**src/rtl/vend_sequencer.sv**
```systemverilog
// vend_sequencer: coin/select transaction controller for the vending path.
// Accumulates credit from one-cycle coin pulses, runs the dispenser req/ack
// handshake and pays change or refunds through the hopper req/ack handshake.
// Every output is registered and follows the sampling edge by one cycle.
//
// Optional build macro: VEND_CANCEL_EN adds a cancel input that refunds the
// current credit from CREDIT.
//
// state    | meaning
// ---------+--------------------------------------------------------------
// IDLE     | no credit, waiting for the first coin
// CREDIT   | holding credit, accepting coins, waiting for select/timeout
// DISPENSE | disp_req high, waiting for the dispenser to acknowledge
// CHANGE   | paying out the remaining credit after a sale
// REFUND   | paying out the whole credit after timeout (or cancel)
module vend_sequencer #(
  parameter int PRICE      = 150,
  parameter int MAX_CREDIT = 300,
  parameter int CW         = 10,
  parameter int TIMEOUT    = 1000,
  parameter int TW         = 10
) (
  input  logic          clk,
  input  logic          rst,
  input  logic          coin50,
  input  logic          coin100,
  input  logic          sel,
  input  logic          disp_ack,
  input  logic          chg_ack,
`ifdef VEND_CANCEL_EN
  input  logic          cancel,
`endif
  output logic          disp_req,
  output logic          chg_req,
  output logic          chg_sel,
  output logic          coin_rej,
  output logic          coin_en,
  output logic [CW-1:0] credit,
  output logic [2:0]    state
);

  typedef enum logic [2:0] {
    S_IDLE     = 3'b000,
    S_CREDIT   = 3'b001,
    S_DISPENSE = 3'b010,
    S_CHANGE   = 3'b011,
    S_REFUND   = 3'b100
  } state_t;

  localparam logic [CW-1:0] C50      = CW'(50);
  localparam logic [CW-1:0] C100     = CW'(100);
  localparam logic [CW-1:0] PRICE_C  = CW'(PRICE);
  localparam logic [CW:0]   MAX_W    = (CW+1)'(MAX_CREDIT);
  localparam logic [TW-1:0] TMO_LAST = TW'(TIMEOUT - 1);

  state_t        state_q, state_d;
  logic [CW-1:0] credit_q, credit_d;
  logic [TW-1:0] tmo_q, tmo_d;
  logic          disp_req_d, chg_req_d, chg_sel_d, coin_rej_d, coin_en_d;
  logic          cancel_w;
  logic          coin_any;
  logic [CW:0]   sum50, sum100;

`ifdef VEND_CANCEL_EN
  assign cancel_w = cancel;
`else
  assign cancel_w = 1'b0;
`endif

  assign coin_any = coin50 | coin100;
  // One spare bit so an overflowing coin is caught instead of wrapping.
  assign sum50    = {1'b0, credit_q} + {1'b0, C50};
  assign sum100   = {1'b0, credit_q} + {1'b0, C100};

  // Next-state, credit, timeout and registered-output values.
  always_comb begin
    state_d    = state_q;
    credit_d   = credit_q;
    tmo_d      = '0;
    coin_rej_d = 1'b0;

    case (state_q)
      S_IDLE, S_CREDIT: begin
        if (state_q == S_CREDIT && cancel_w) begin
          state_d    = S_REFUND;
          coin_rej_d = coin_any;
        end else if (coin100) begin
          if (sum100 <= MAX_W) begin
            credit_d = sum100[CW-1:0];
            state_d  = S_CREDIT;
          end else begin
            coin_rej_d = 1'b1;
          end
          // Only one coin is taken per cycle; the 50 goes back to the user.
          if (coin50) coin_rej_d = 1'b1;
        end else if (coin50) begin
          if (sum50 <= MAX_W) begin
            credit_d = sum50[CW-1:0];
            state_d  = S_CREDIT;
          end else begin
            coin_rej_d = 1'b1;
          end
        end else if (state_q == S_CREDIT) begin
          if (sel) begin
            if (credit_q >= PRICE_C) begin
              credit_d = credit_q - PRICE_C;
              state_d  = S_DISPENSE;
            end
          end else if (tmo_q == TMO_LAST) begin
            state_d = S_REFUND;
          end else begin
            tmo_d = tmo_q + TW'(1);
          end
        end
      end
      S_DISPENSE: begin
        coin_rej_d = coin_any;
        if (disp_req && disp_ack) begin
          state_d = (credit_q != '0) ? S_CHANGE : S_IDLE;
        end
      end
      S_CHANGE, S_REFUND: begin
        coin_rej_d = coin_any;
        if (credit_q == '0) begin
          state_d = S_IDLE;
        end else if (chg_req && chg_ack) begin
          credit_d = chg_sel ? (credit_q - C100) : (credit_q - C50);
          if (credit_d == '0) state_d = S_IDLE;
        end
      end
      default: begin
        // Illegal encodings recover to an empty IDLE.
        state_d  = S_IDLE;
        credit_d = '0;
      end
    endcase

    disp_req_d = (state_d == S_DISPENSE);
    chg_req_d  = (state_d == S_CHANGE || state_d == S_REFUND) && (credit_d != '0);
    chg_sel_d  = chg_req_d && (credit_d >= C100);
    coin_en_d  = (state_d == S_IDLE || state_d == S_CREDIT);
  end

  // State, credit, timeout counter and output registers.
  always_ff @(posedge clk) begin
    if (rst) begin
      state_q  <= S_IDLE;
      credit_q <= '0;
      tmo_q    <= '0;
      disp_req <= 1'b0;
      chg_req  <= 1'b0;
      chg_sel  <= 1'b0;
      coin_rej <= 1'b0;
      coin_en  <= 1'b0;
    end else begin
      state_q  <= state_d;
      credit_q <= credit_d;
      tmo_q    <= tmo_d;
      disp_req <= disp_req_d;
      chg_req  <= chg_req_d;
      chg_sel  <= chg_sel_d;
      coin_rej <= coin_rej_d;
      coin_en  <= coin_en_d;
    end
  end

  assign credit = credit_q;
  assign state  = state_q;

endmodule

```
**config.mk**
```make
export PLATFORM = sky130hd
export DESIGN_NAME = vend_sequencer
export DESIGN_NICKNAME = d
export VERILOG_FILES = /design/src/rtl/vend_sequencer.sv
export SDC_FILE = /design/constraint.sdc
export NUM_CORES = 1
export LEC_CHECK = 0
export CAP_MARGIN = 15
export CORE_MARGIN = 3
export CORE_UTILIZATION = 45
export DETAILED_ROUTE_END_ITERATION = 10
export GPL_TIMING_DRIVEN = 0
export PLACE_DENSITY_LB_ADDON = 0.08
export SLEW_MARGIN = 10
export SYNTH_ARGS = -nofsm -noshare
export SYNTH_HDL_FRONTEND = slang
export SYNTH_SLANG_ARGS = --single-unit
```
**constraint.sdc**
```tcl
create_clock -name clk -period 3.95 [get_ports clk]
set_input_delay 0.79 -clock clk [delete_from_list [all_inputs] [get_ports clk]]
set_output_delay 0.79 -clock clk [all_outputs]
set_load 0.02 [all_outputs]
```
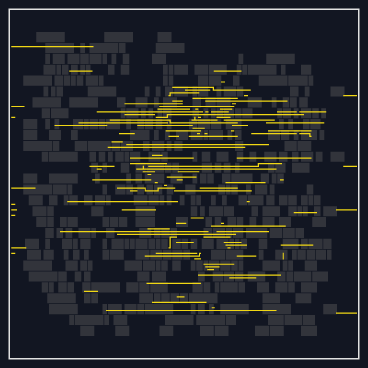
run_1/m3.png
(4 px per um) Cells faint in the background.
share of all routed wire = 10%
main direction = horizontal
wire length on this layer = 1050 um
met3 track demand over resource: 4.07%
sum of routed wire length over all layers: 10.3 mm
via count of the routed design: 3413

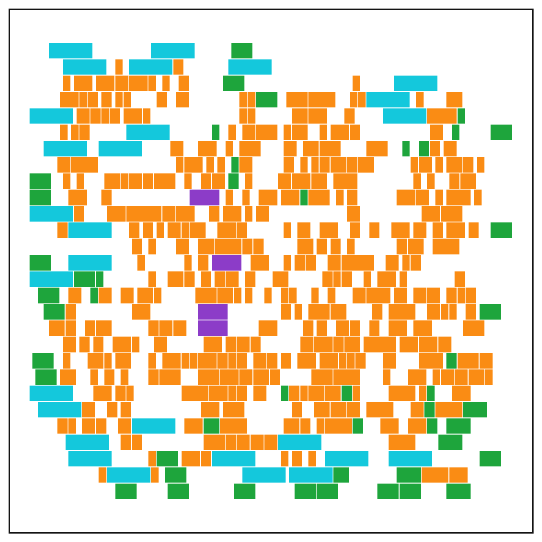
run_1/class_map.png
(6 px per um)
clock drivers and dummy loads -> purple  # cells 4, share of their area 1.7%
remaining buffers and delay cells -> green  # cells 48, share of their area 12%
registers -> cyan  # cells 28, share of their area 17%
remaining logic cells -> orange  # cells 357, share of their area 69%
core footprint: 6130 um2
post-layout util: 54.6%
num rows: 28
register share of the cell area: 16.7%

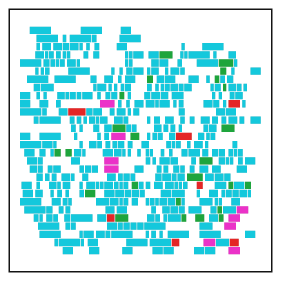
run_1/sizing.png
(3 px per um)
x2 -> green  # cells 24
x3 and x4 -> red  # cells 7
x6 and larger -> magenta  # cells 9
x1 and smaller -> cyan  # cells 397

==> flow_summary.json, run 1 <==
{
  "synthTopCellsByCount": "sky130_fd_sc_hd__nand2_1, sky130_fd_sc_hd__nor2_1, sky130_fd_sc_hd__dfxtp_1, sky130_fd_sc_hd__a21oi_1, sky130_fd_sc_hd__o21ai_0",
  "most_repeated_cell_in_the_gate_level_netlist_after_synthesis": "sky130_fd_sc_hd__nand2_1",
  "cts.root.buffer_cell": "sky130_fd_sc_hd__clkbuf_8",
  "data_required_time_of_the_critical_path_ns": 4.09,
  "fmaxAchievable_mhz": 270,
  "synthFlopType": "sky130_fd_sc_hd__dfxtp_1",
  "grt.met1_usage_pct": 38.2,
  "post_drt_via_cell_ratio": 6.67,
  "warnings": 32,
  "irDropWorstVdd_uv": 168,
  "enable_flop_cells": 0,
  "clock_tree.htree_level_count": 1,
  "drive_above_1_share_pct": 9.15,
  "cp_max_stage_cell": "sky130_fd_sc_hd__mux2i_2",
  "critPathArrivalTime_ns": 3.85,
  "antenna_found_initial": 0,
  "min-delay-start": "tmo_q[0]",
  "timing.critical_path.slowest_cell_delay_ns": 0.52,
  "dpl.hpwl_mm": 7.93,
  "max-slew-margin-rel_pct": 43.4,
  "power_density_nw_per_um2": 397,
  "rsz0062_at_grt": "no",
  "clkSinkCount": 28,
  "antenna_left": 0,
  "grt.busiest_layer": "met2",
  "cts_tree": "yes",
  "die_area_um2": 7570,
  "timing_hold_violations_final": 0,
  "critPathBufInv": 1,
  "timing.final.max_slew_violations": 0,
  "count_of_input_and_output_buffers": 24,
  "cts-buffers-inserted": 3,
  "reg2reg_from": "credit[1]",
  "gp_congestion": 0.959,
  "initCoreUtil_pct": 48.2,
  "worst_clock_skew_ns": 0.00333,
  "run_status": "completed",
  "criticalPathCategory": "reg2reg",
  "postPlaceCellArea_um2": 3290,
  "yosys-top-cells-area": "sky130_fd_sc_hd__dfxtp_1, sky130_fd_sc_hd__nand2_1, sky130_fd_sc_hd__nor2_1",
  "worst_hold_slack_ns": 0.461,
  "synth-async-reset-ratio_pct": 0,
  "max_cap_violations": 0,
  "cp_cell_sequence": "ha_1 > buf_2 > nand2_1 > a211oi_1 > mux2i_2 > nand2_1 > o21ai_4 > a221o_1 > nand3_1 > nor4_2 > a41oi_1",
  "max_slew.worst_pin.slew_ns": 0.841,
  "antenna-diode-count": 0,
  "synth.avg_cell_area_um2": 7.22,
  "detailedRoute.firstPassIterationCount": 7,
  "min_path_type": "reg2reg",
  "layout.cell_area.non_filler_um2": 3350,
  "min_delay_worst_endpoint": "tmo_q[0]",
  "drcViolationCount": 0,
  "syn-instance-count": 409,
  "ctsHoldBuffers": 0,
  "timing.final.crit_period_ns": 3.71,
  "synth_seq_share_pct": 19.0,
  "endpoint_kind": "flop",
  "die_h_um": 87.0,
  "reg2reg_setup_slack_ns": 0.24,
  "syn_area_um2": 2950,
  "cts.path.max_buffers": 2,
  "layout_top_cells_excl_fill_tap": "sky130_fd_sc_hd__nand2_1, sky130_fd_sc_hd__nor2_1, sky130_fd_sc_hd__dfxtp_1",
  "grt_pass1_wl_mm": 16.3,
  "critical_path.startpoint_type": "flop",
  "boundaryPins": 25,
  "grt_start_max_net_pins": 16,
  "yosys_area_um2": 2950,
  "post_drt_wl_per_cell_um": 20.0,
  "cell_depth_of_the_worst_setup_path": 11,
  "critical_path.endpoint": "chg_req",
  "timing.hold.worst_path_depth": 1,
  "chipWidth_um": 87.0,
  "first_global_vias": 3068,
  "initialDrtViolationCount": 461,
  "reg2reg_depth": 11,
  "static-leakage-power_nw": 1.16,
  "worstPathMaxFanout": 10,
  "p_total_mw": 1.33,
  "yosysTopAreaCell": "sky130_fd_sc_hd__dfxtp_1",
  "worstSkewPairLatency_ns": 0.28,
  "layout-area-overhead-vs-synth_pct": 13.3,
  "setup_violations": 0,
  "number_of_distinct_library_cells_after_synthesis": 75,
  "layout_top_cell_excl_fill_tap": "sky130_fd_sc_hd__nand2_1",
  "grt_use_total_pct": 27.3,
  "grt.met2_usage_pct": 42.5
}
## run 1: per-layer routing
| layer | vias to the layer above | routed length (um) |
|---|---|---|
| li1 | 1591 | - |
| met3 | 42 | 1050 |
| met1 | 1581 | 4300 |
| met5 | - | 0 |
| met4 | 0 | 377 |
| met2 | 199 | 4530 |
## run 1: repair_timing
action                                  in CTS  in global routing
endpoints found under the setup margin       0                  1
gates resized                                0                  1
setup buffers                                0                  0
## run 1: metrics by stage
| step | cells | util, % | worst slack (ns) |
|---|---|---|---|
| final | 512 | 54.6 | 0.240 |
| after global routing | 512 | 54.6 | 0.147 |
| after CTS | 512 | 54.5 | 0.332 |
| after detailed placement | 508 | 53.6 | 0.351 |
| after global placement | 508 | 53.6 | 0.372 |
| after floorplan | 409 | - | 1.02 |
## run 1: cell type report
class                      count  area (um2)
buffer                        24         144
clock buffer                   4        55.1
fill                         600        2780
inverter                      15        58.8
multi-input combinational    342        2190
sequential                    28         561
tap                           75        93.8
timing repair buffer          24         240
## run 1: where the power goes
part           switching (mW)  total (mW)  internal, mW  leakage, nW
combinational           0.513       0.814         0.301        0.903
clock                  0.0962       0.186        0.0896       0.0288
sequential             0.0249       0.328         0.303        0.228
total                   0.634        1.33         0.694         1.16
## run 1: registers in the layout, summed over array words and instances, names as in the netlist
register	flops
credit	10
tmo_q	10
state	3
chg_req	1
chg_sel	1
coin_en	1
coin_rej	1
disp_req	1
## run 1: kinds of logic (layout without fill, tap and decap cells)
| logic type | count (synthesis) | in the layout | synth area share, % |
|---|---|---|---|
| compound gates | 128 | 128 | 30.7 |
| flops | 28 | 28 | 19.0 |
| simple gates | 177 | 177 | 30.9 |
| fa+ha+maj | 9 | 9 | 3.81 |
| mux | 10 | 10 | 3.39 |
| buf+inv | 39 | 67 | 6.86 |
| xor+xnor | 18 | 18 | 5.34 |
## Run 2: what changed since run 1
- MAX_ROUTING_LAYER: unset -> met4
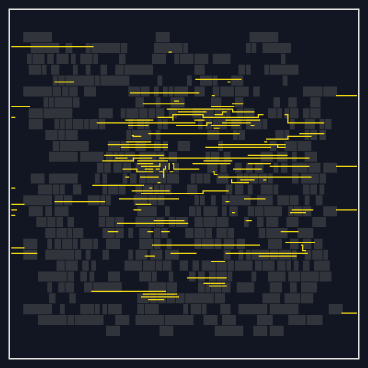
run_2/m3.png
(4 px per um) Cells faint in the background.
main direction = horizontal
wire length on this layer = 823 um
share of all routed wire = 8.1%
nets with wire on the layer = 79
sum of routed wire length over all layers: 10.2 mm
via count of the routed design: 3440
met3 track demand over resource: 3.22%

==> run 2 against run 1 <==
First-iteration DRC count is 14% lower. Global-route usage grew 1.2 points. Synthesized area is the same. Sequential share of layout area stayed put. Fmax increased by 2.8%. Register-to-register slack improved by 0.10 ns. Die size is the same. Clock-buffer cell count unchanged. Utilization unchanged. Synthesized cell count is the same. Critical path depth unchanged. Via count rose by 0.79%. Largest cell class unchanged. Highest routed layer unchanged.
==> flow_summary.json, run 2 <==
{
  "rsz0062_at_grt": "no",
  "static-leakage-power_nw": 1.16,
  "critPathBufInv": 1,
  "run_status": "completed",
  "most_repeated_cell_in_the_gate_level_netlist_after_synthesis": "sky130_fd_sc_hd__nand2_1",
  "timing_hold_violations_final": 0,
  "synth_adder_area_share_pct": 3.81,
  "post_drt_wl_per_cell_um": 20.0,
  "dpl.hpwl_mm": 7.95,
  "cpMostUsedCell": "sky130_fd_sc_hd__nand2_1",
  "fin_crit_sh_pct": 91.4,
  "drive_above_1_share_pct": 9.15,
  "num_rows": 28,
  "clkSinkCount": 28,
  "top_area_share_pct": 19.0,
  "clock_tree.htree_level_count": 1,
  "synth.avg_cell_area_um2": 7.22,
  "final_nets": 454,
  "critPathArrivalTime_ns": 3.75,
  "count_of_input_and_output_buffers": 24,
  "placement.setup.worst_slack_ns": 0.375,
  "timing.hold.worst_path_depth": 1,
  "overflow": 0,
  "yosys_area_um2": 2950,
  "netlist_logic_family_top": "simple AND/OR/NAND/NOR gates",
  "final.fill_count": 592,
  "die_h_um": 87.0,
  "reg2reg_depth": 11,
  "min_path_type": "reg2reg",
  "synthFlopType": "sky130_fd_sc_hd__dfxtp_1",
  "first_global_vias": 3196,
  "totalNegativeSetupSlack_ns": 0,
  "detailedRoute.firstPassIterationCount": 6,
  "yosys-top-cells-area": "sky130_fd_sc_hd__dfxtp_1, sky130_fd_sc_hd__nand2_1, sky130_fd_sc_hd__nor2_1",
  "cp_max_stage_cell": "sky130_fd_sc_hd__mux2i_2",
  "warnings": 32,
  "max-slew-margin-rel_pct": 51.1,
  "yosysTopAreaCell": "sky130_fd_sc_hd__dfxtp_1",
  "critical_path.startpoint_type": "flop",
  "criticalPathCategory": "reg2reg",
  "cp_cell_sequence": "ha_1 > buf_2 > nand2_1 > a211oi_1 > mux2i_2 > nand2_1 > o21ai_4 > a221o_1 > nand3_1 > nor4_2 > a41oi_1",
  "reg2reg_setup_slack_ns": 0.34,
  "cts.root.buffer_cell": "sky130_fd_sc_hd__clkbuf_8",
  "cell_depth_of_the_worst_setup_path": 11,
  "antenna-diode-count": 0,
  "synth_nets": 425,
  "initCoreUtil_pct": 48.2,
  "synth_seq_share_pct": 19.0,
  "cts.path.max_buffers": 2,
  "power_density_nw_per_um2": 394,
  "number_of_distinct_library_cells_after_synthesis": 75,
  "setup_violations": 0,
  "drcViolationCount": 0,
  "ys.warnings.count": 0,
  "ys_sh_mux_pct": 3.39,
  "post_drt_via_cell_ratio": 6.72,
  "worstSkewPairLatency_ns": 0.28,
  "synth-async-reset-ratio_pct": 0,
  "fmaxAchievable_mhz": 277,
  "timing.final.crit_period_ns": 3.61,
  "syn-instance-count": 409,
  "max_cap_violations": 0,
  "ys_sh_aoi_pct": 30.7,
  "die_area_um2": 7570,
  "antenna_left": 0,
  "ys_cells": 409,
  "cts_tree": "yes",
  "grt_pass1_wl_mm": 16.8,
  "cts-buffers-inserted": 3,
  "data_required_time_of_the_critical_path_ns": 4.09,
  "timing.critical_path.slowest_cell_delay_ns": 0.52,
  "synth-seq-cells": 28,
  "initialDrtViolationCount": 397,
  "grt_use_total_pct": 28.6,
  "seq_area_um2": 561,
  "core-area_um2": 6130,
  "layout_top_cells_excl_fill_tap": "sky130_fd_sc_hd__nand2_1, sky130_fd_sc_hd__nor2_1, sky130_fd_sc_hd__dfxtp_1",
  "grt_start_max_net_pins": 16,
  "least_setup_slack_across_all_paths_after_layout_ns": 0.342,
  "synthTopCellsByCount": "sky130_fd_sc_hd__nand2_1, sky130_fd_sc_hd__nor2_1, sky130_fd_sc_hd__dfxtp_1, sky130_fd_sc_hd__a21oi_1, sky130_fd_sc_hd__o21ai_0",
  "irDropWorstVdd_uv": 190,
  "worst_hold_slack_ns": 0.458,
  "enable_flop_cells": 0,
  "timing.final.max_slew_violations": 0,
  "critical_path.top_delay_family": "AND-OR/OR-AND gates",
  "chipWidth_um": 87.0,
  "layout_top_cell_excl_fill_tap": "sky130_fd_sc_hd__nand2_1",
  "worstPathMaxFanout": 10,
  "mi_logic_area_um2": 2190,
  "final_core_utilization_pct": 54.6,
  "synth-simple-area-share_pct": 30.9,
  "endpoint_kind": "flop",
  "max_slew.worst_pin.slew_ns": 0.727,
  "boundaryPins": 25,
  "ctsHoldBuffers": 0,
  "worst_clock_skew_ns": 0.00505,
  "gp_congestion": 0.975,
  "synthXorXnorAreaFrac_pct": 5.34,
  "syn_area_um2": 2950,
  "antenna_found_initial": 0,
  "cts.clk_slew.worst_paths_ns": 0.10
}
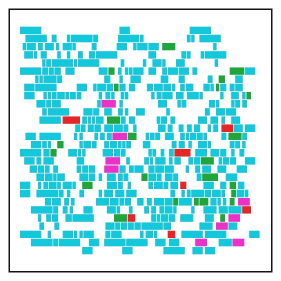
run_2/sizing.png
(3 px per um)
x2 -> green  # cells 24
x6 and larger -> magenta  # cells 9
x3 and x4 -> red  # cells 7
x1 and smaller -> cyan  # cells 397
area growth from synthesis to layout: 13.3%
non-clock buffer count in the final layout: 48

==> run 2: cell counts after synthesis <==
No cell type changed its count.
==> run 2: stage by stage <==
step / power [mW] / area (um2) / cells
after CTS: 1.30 / 3340 / 512
after detailed placement: 1.11 / 3290 / 508
after global placement: 1.12 / 3290 / 508
after global routing: 1.40 / 3350 / 512
after floorplan: 0.895 / 2950 / 409
final: 1.32 / 3350 / 512
==> run 2: cell families (layout without fill, tap and decap cells) <==
kind of cell | Yosys count | count (layout)
buffers and inverters | 39 | 67
muxes | 10 | 10
and+or+nand+nor | 177 | 177
adders and majority gates | 9 | 9
AOI/OAI and AO/OA | 128 | 128
DFF | 28 | 28
xor gates and xnor gates | 18 | 18
==> run 2: repair_timing <==
action	4_1_cts	5_1_grt
hold endpoints to repair	0	0
resized	0	1
endpoints found under the setup margin	0	1
setup buffers	0	0
==> run 2: worst paths after layout <==
kind,end,startpoint
max,chg_req,credit[1]
min,tmo_q[0],tmo_q[0]
max reg2reg,chg_req,credit[1]
min reg2reg,tmo_q[0],tmo_q[0]
==> run 2: layout make-up <==
type	instances	area share [%]
repair buffers	24	7.18
flip-flops and latches	28	16.7
inverters	15	1.76
multi-input cells	342	65.6
plain buffers	24	4.30
well taps	75	2.80
clock buffers	4	1.64
==> run 2: per-layer routing <==
layer	vias up	part of all wire (%)	track usage (%)
li1	1591	-	-
met1	1620	45	39.4
met2	200	44	43.5
met3	29	8.0	3.22
met4	0	2.9	9.07
met5	-	0	-
==> run 2: report_power, final <==
| group | switching [mW] | internal, mW | leakage (nW) |
|---|---|---|---|
| sequential | 0.0233 | 0.303 | 0.228 |
| clock | 0.0949 | 0.0894 | 0.0288 |
| combinational | 0.506 | 0.301 | 0.903 |
| total | 0.624 | 0.694 | 1.16 |
## Run 3: what changed since run 2
- CORE_MARGIN: 3 -> 2
- CTS_CLUSTER_SIZE: unset -> 24
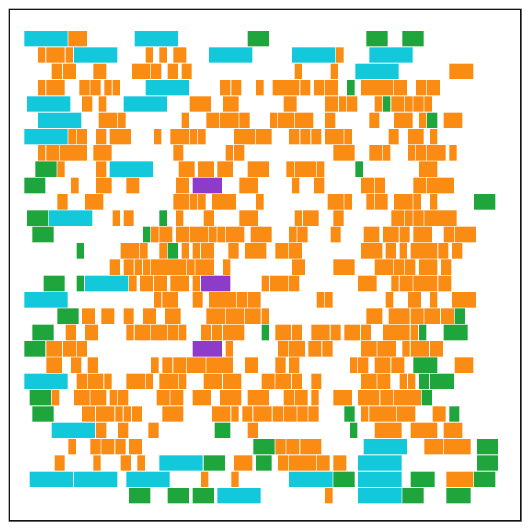
run_3/class_map.png
(6 px per um)
remaining buffers and delay cells -> green  # cells 48, share of their area 12%
registers -> cyan  # cells 28, share of their area 17%
remaining logic cells -> orange  # cells 357, share of their area 70%
clock-net drivers -> purple  # cells 3, share of their area 1.3%

==> run 3 against run 2 <==
Via count down 2.5%. Utilization decreased by 2.1 points. Setup slack got worse by 0.0040 ns. Routed wire length increased by 1.9%. Power decreased by 1.3%. Clock power is 13% lower. Worst hold slack got worse by 0.0069 ns. Largest power group unchanged. Final cell count increased by 0.20%. Sequential share of layout area increased by 0.075 points.
==> flow_summary.json, run 3 <==
{
  "grtUsageMet3_pct": 3.02,
  "timing_hold_violations_final": 0,
  "synth.avg_cell_area_um2": 7.22,
  "worst_hold_slack_ns": 0.451,
  "cts.clk_slew.worst_paths_ns": 0.10,
  "dr_total_vias": 3354,
  "criticalPathCategory": "reg2reg",
  "most_repeated_cell_in_the_gate_level_netlist_after_synthesis": "sky130_fd_sc_hd__nand2_1",
  "top_area_share_pct": 19.0,
  "power.sequential.fraction_pct": 25.1,
  "totalNegativeSetupSlack_ns": 0,
  "chipWidth_um": 85.0,
  "syn-instance-count": 409,
  "setup_violations": 0,
  "die_area_um2": 7230,
  "initialDrtViolationCount": 436,
  "post_drt_via_cell_ratio": 6.54,
  "ys_cells": 409,
  "power_density_nw_per_um2": 391,
  "synthFlopType": "sky130_fd_sc_hd__dfxtp_1",
  "fmaxAchievable_mhz": 277,
  "enable_flop_cells": 0,
  "grt.met1_usage_pct": 39.8,
  "layout-area-overhead-vs-synth_pct": 12.8,
  "postCtsResizedCells": 0,
  "number_of_non_filler_instances_in_the_completed_layout": 513,
  "cts-buffers-inserted": 3,
  "worstPathMaxFanout": 10,
  "synth-simple-area-share_pct": 30.9,
  "cell_depth_of_the_worst_setup_path": 11,
  "final_nets": 454,
  "clock_tree.htree_level_count": 1,
  "final.fill_count": 647,
  "initCoreUtil_pct": 46.5,
  "first_global_vias": 3069,
  "yosysTopAreaCell": "sky130_fd_sc_hd__dfxtp_1",
  "portion_of_total_power_attributed_to_the_clock_network_pct": 12.3,
  "count_of_input_and_output_buffers": 24,
  "num_rows": 29,
  "cp_cell_sequence": "ha_1 > buf_2 > nand2_1 > a211oi_1 > mux2i_1 > nand2_1 > o21ai_4 > a221o_1 > nand3_1 > nor4_2 > a41oi_1",
  "critPathBufInv": 1,
  "irDropWorstVdd_uv": 190,
  "syn_area_um2": 2950,
  "dominant_power_group": "combinational cells",
  "core-area_um2": 6350,
  "cts.path.max_buffers": 2,
  "fin_crit_sh_pct": 91.5,
  "detailedRoute.firstPassIterationCount": 6,
  "synth_adder_area_share_pct": 3.81,
  "critical_path.top_delay_family": "AND-OR/OR-AND gates",
  "yosys-top-cells-area": "sky130_fd_sc_hd__dfxtp_1, sky130_fd_sc_hd__nand2_1, sky130_fd_sc_hd__nor2_1",
  "synthTopCellsByCount": "sky130_fd_sc_hd__nand2_1, sky130_fd_sc_hd__nor2_1, sky130_fd_sc_hd__dfxtp_1, sky130_fd_sc_hd__a21oi_1, sky130_fd_sc_hd__o21ai_0",
  "powerSeq_mw": 0.326,
  "cpMostUsedCell": "sky130_fd_sc_hd__nand2_1",
  "grt_start_max_net_pins": 15,
  "antenna_found_initial": 0,
  "gp_congestion": 1.06,
  "rsz0062_at_grt": "no",
  "yosys_area_um2": 2950,
  "overflow": 0,
  "critPathArrivalTime_ns": 3.75,
  "layout_top_cell_excl_fill_tap": "sky130_fd_sc_hd__nand2_1",
  "max_cap_violations": 0,
  "synth_seq_share_pct": 19.0,
  "timing.critical_path.slowest_cell_delay_ns": 0.60,
  "synthXorXnorAreaFrac_pct": 5.34,
  "number_of_distinct_library_cells_after_synthesis": 75,
  "synth-async-reset-ratio_pct": 0,
  "die_h_um": 85.0,
  "least_setup_slack_across_all_paths_after_layout_ns": 0.338,
  "timing.final.max_slew_violations": 0,
  "grt.busiest_layer": "met2",
  "crit_path_start": "credit[1]",
  "post_drt_wl_per_cell_um": 20.3,
  "run_status": "completed",
  "cts.root.buffer_cell": "sky130_fd_sc_hd__clkbuf_8",
  "post_cts.repair.setup_buffers": 0,
  "ys_sh_aoi_pct": 30.7,
  "min_path_type": "reg2reg",
  "share_comb_of_total_power_pct": 62.6,
  "antenna-diode-count": 0,
  "sum_of_routed_wire_length_over_all_layers_mm": 10.4,
  "rr_endpoint": "chg_req",
  "dpl.cell_count": 510,
  "comb_cell_power_mw": 0.815,
  "grt.met2_usage_pct": 44.7,
  "grt_pass1_wl_mm": 16.3,
  "antenna_left": 0,
  "drcViolationCount": 0,
  "cp_max_stage_cell": "sky130_fd_sc_hd__mux2i_1",
  "reg2reg_depth": 11,
  "switching_power_mw": 0.628,
  "ys_sh_mux_pct": 3.39,
  "reg2reg_setup_slack_ns": 0.34,
  "ctsHoldBuffers": 0,
  "max-slew-margin-rel_pct": 49.1,
  "cts_tree": "yes",
  "layout_top_cells_excl_fill_tap": "sky130_fd_sc_hd__nand2_1, sky130_fd_sc_hd__nor2_1, sky130_fd_sc_hd__dfxtp_1",
  "placement.setup.worst_slack_ns": 0.455,
  "data_required_time_of_the_critical_path_ns": 4.09,
  "critical_path.startpoint_type": "flop",
  "design_internal_power_mw": 0.673,
  "drive_above_1_share_pct": 8.72,
  "warnings": 32,
  "netlist_logic_family_top": "simple AND/OR/NAND/NOR gates",
  "max_slew.worst_pin.slew_ns": 0.761,
  "timing.final.crit_period_ns": 3.61
}
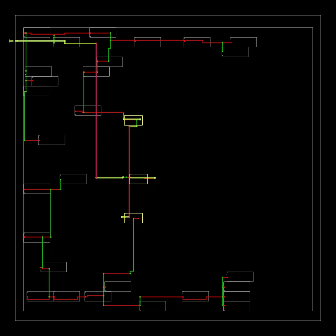
run_3/clock_nets.png
largest clock skew in the final design: 0.00647 ns
Sink Count: 28
power consumed by the clock network: 0.160 mW
count of clock-net buffers in the final layout: 3

run 3: final cells by class:
class | instances | area, um2 | area share [%]
Tap cell | 77 | 96.3 | 2.89
Buffer | 24 | 144 | 4.32
Timing Repair Buffer | 24 | 240 | 7.21
Clock buffer | 3 | 41.3 | 1.24
Multi-Input combinational cell | 342 | 2190 | 65.8
Inverter | 15 | 58.8 | 1.76
Sequential cell | 28 | 561 | 16.8
run 3: logic make-up (layout without fill, tap and decap cells):
family | count (synthesis) | in the layout
adders and majority gates | 9 | 9
xor gates and xnor gates | 18 | 18
buffers and inverters | 39 | 66
DFF | 28 | 28
AOI/OAI and AO/OA | 128 | 128
muxes | 10 | 10
and+or+nand+nor | 177 | 177
run 3: stage by stage:
stage	total power [mW]	instance area, um2
after detailed placement	1.12	3290
after global placement	1.13	3290
final	1.30	3330
after CTS	1.29	3330
after global routing	1.37	3330
after floorplan	0.895	2950
run 3: how the worst min path moves through the flow:
stage	start	end	cells after the start
final	tmo_q[0]	tmo_q[0]	1
after global routing	tmo_q[0]	tmo_q[0]	1
after CTS	tmo_q[0]	tmo_q[0]	1
after detailed placement	tmo_q[0]	tmo_q[0]	1
after global placement	tmo_q[0]	tmo_q[0]	1
after floorplan	tmo_q[0]	tmo_q[0]	1
run 3: worst register-to-register path: cells and delay by family, from the launching register on:
| kind | cells | cell delay (ns) |
|---|---|---|
| AOI/OAI and AO/OA | 4 | 1.04 |
| adders and majority gates | 1 | 0.25 |
| DFF | 1 | 0.49 |
| and+or+nand+nor | 4 | 0.85 |
| buffers and inverters | 1 | 0.24 |
| muxes | 1 | 0.60 |
run 3: per-layer routing:
metal	up-vias	wire [um]
li1	1592	-
met1	1548	4710
met2	185	4500
met3	29	839
met4	0	363
met5	-	0
No activity file was given, so power comes from the tool's default toggle rates.
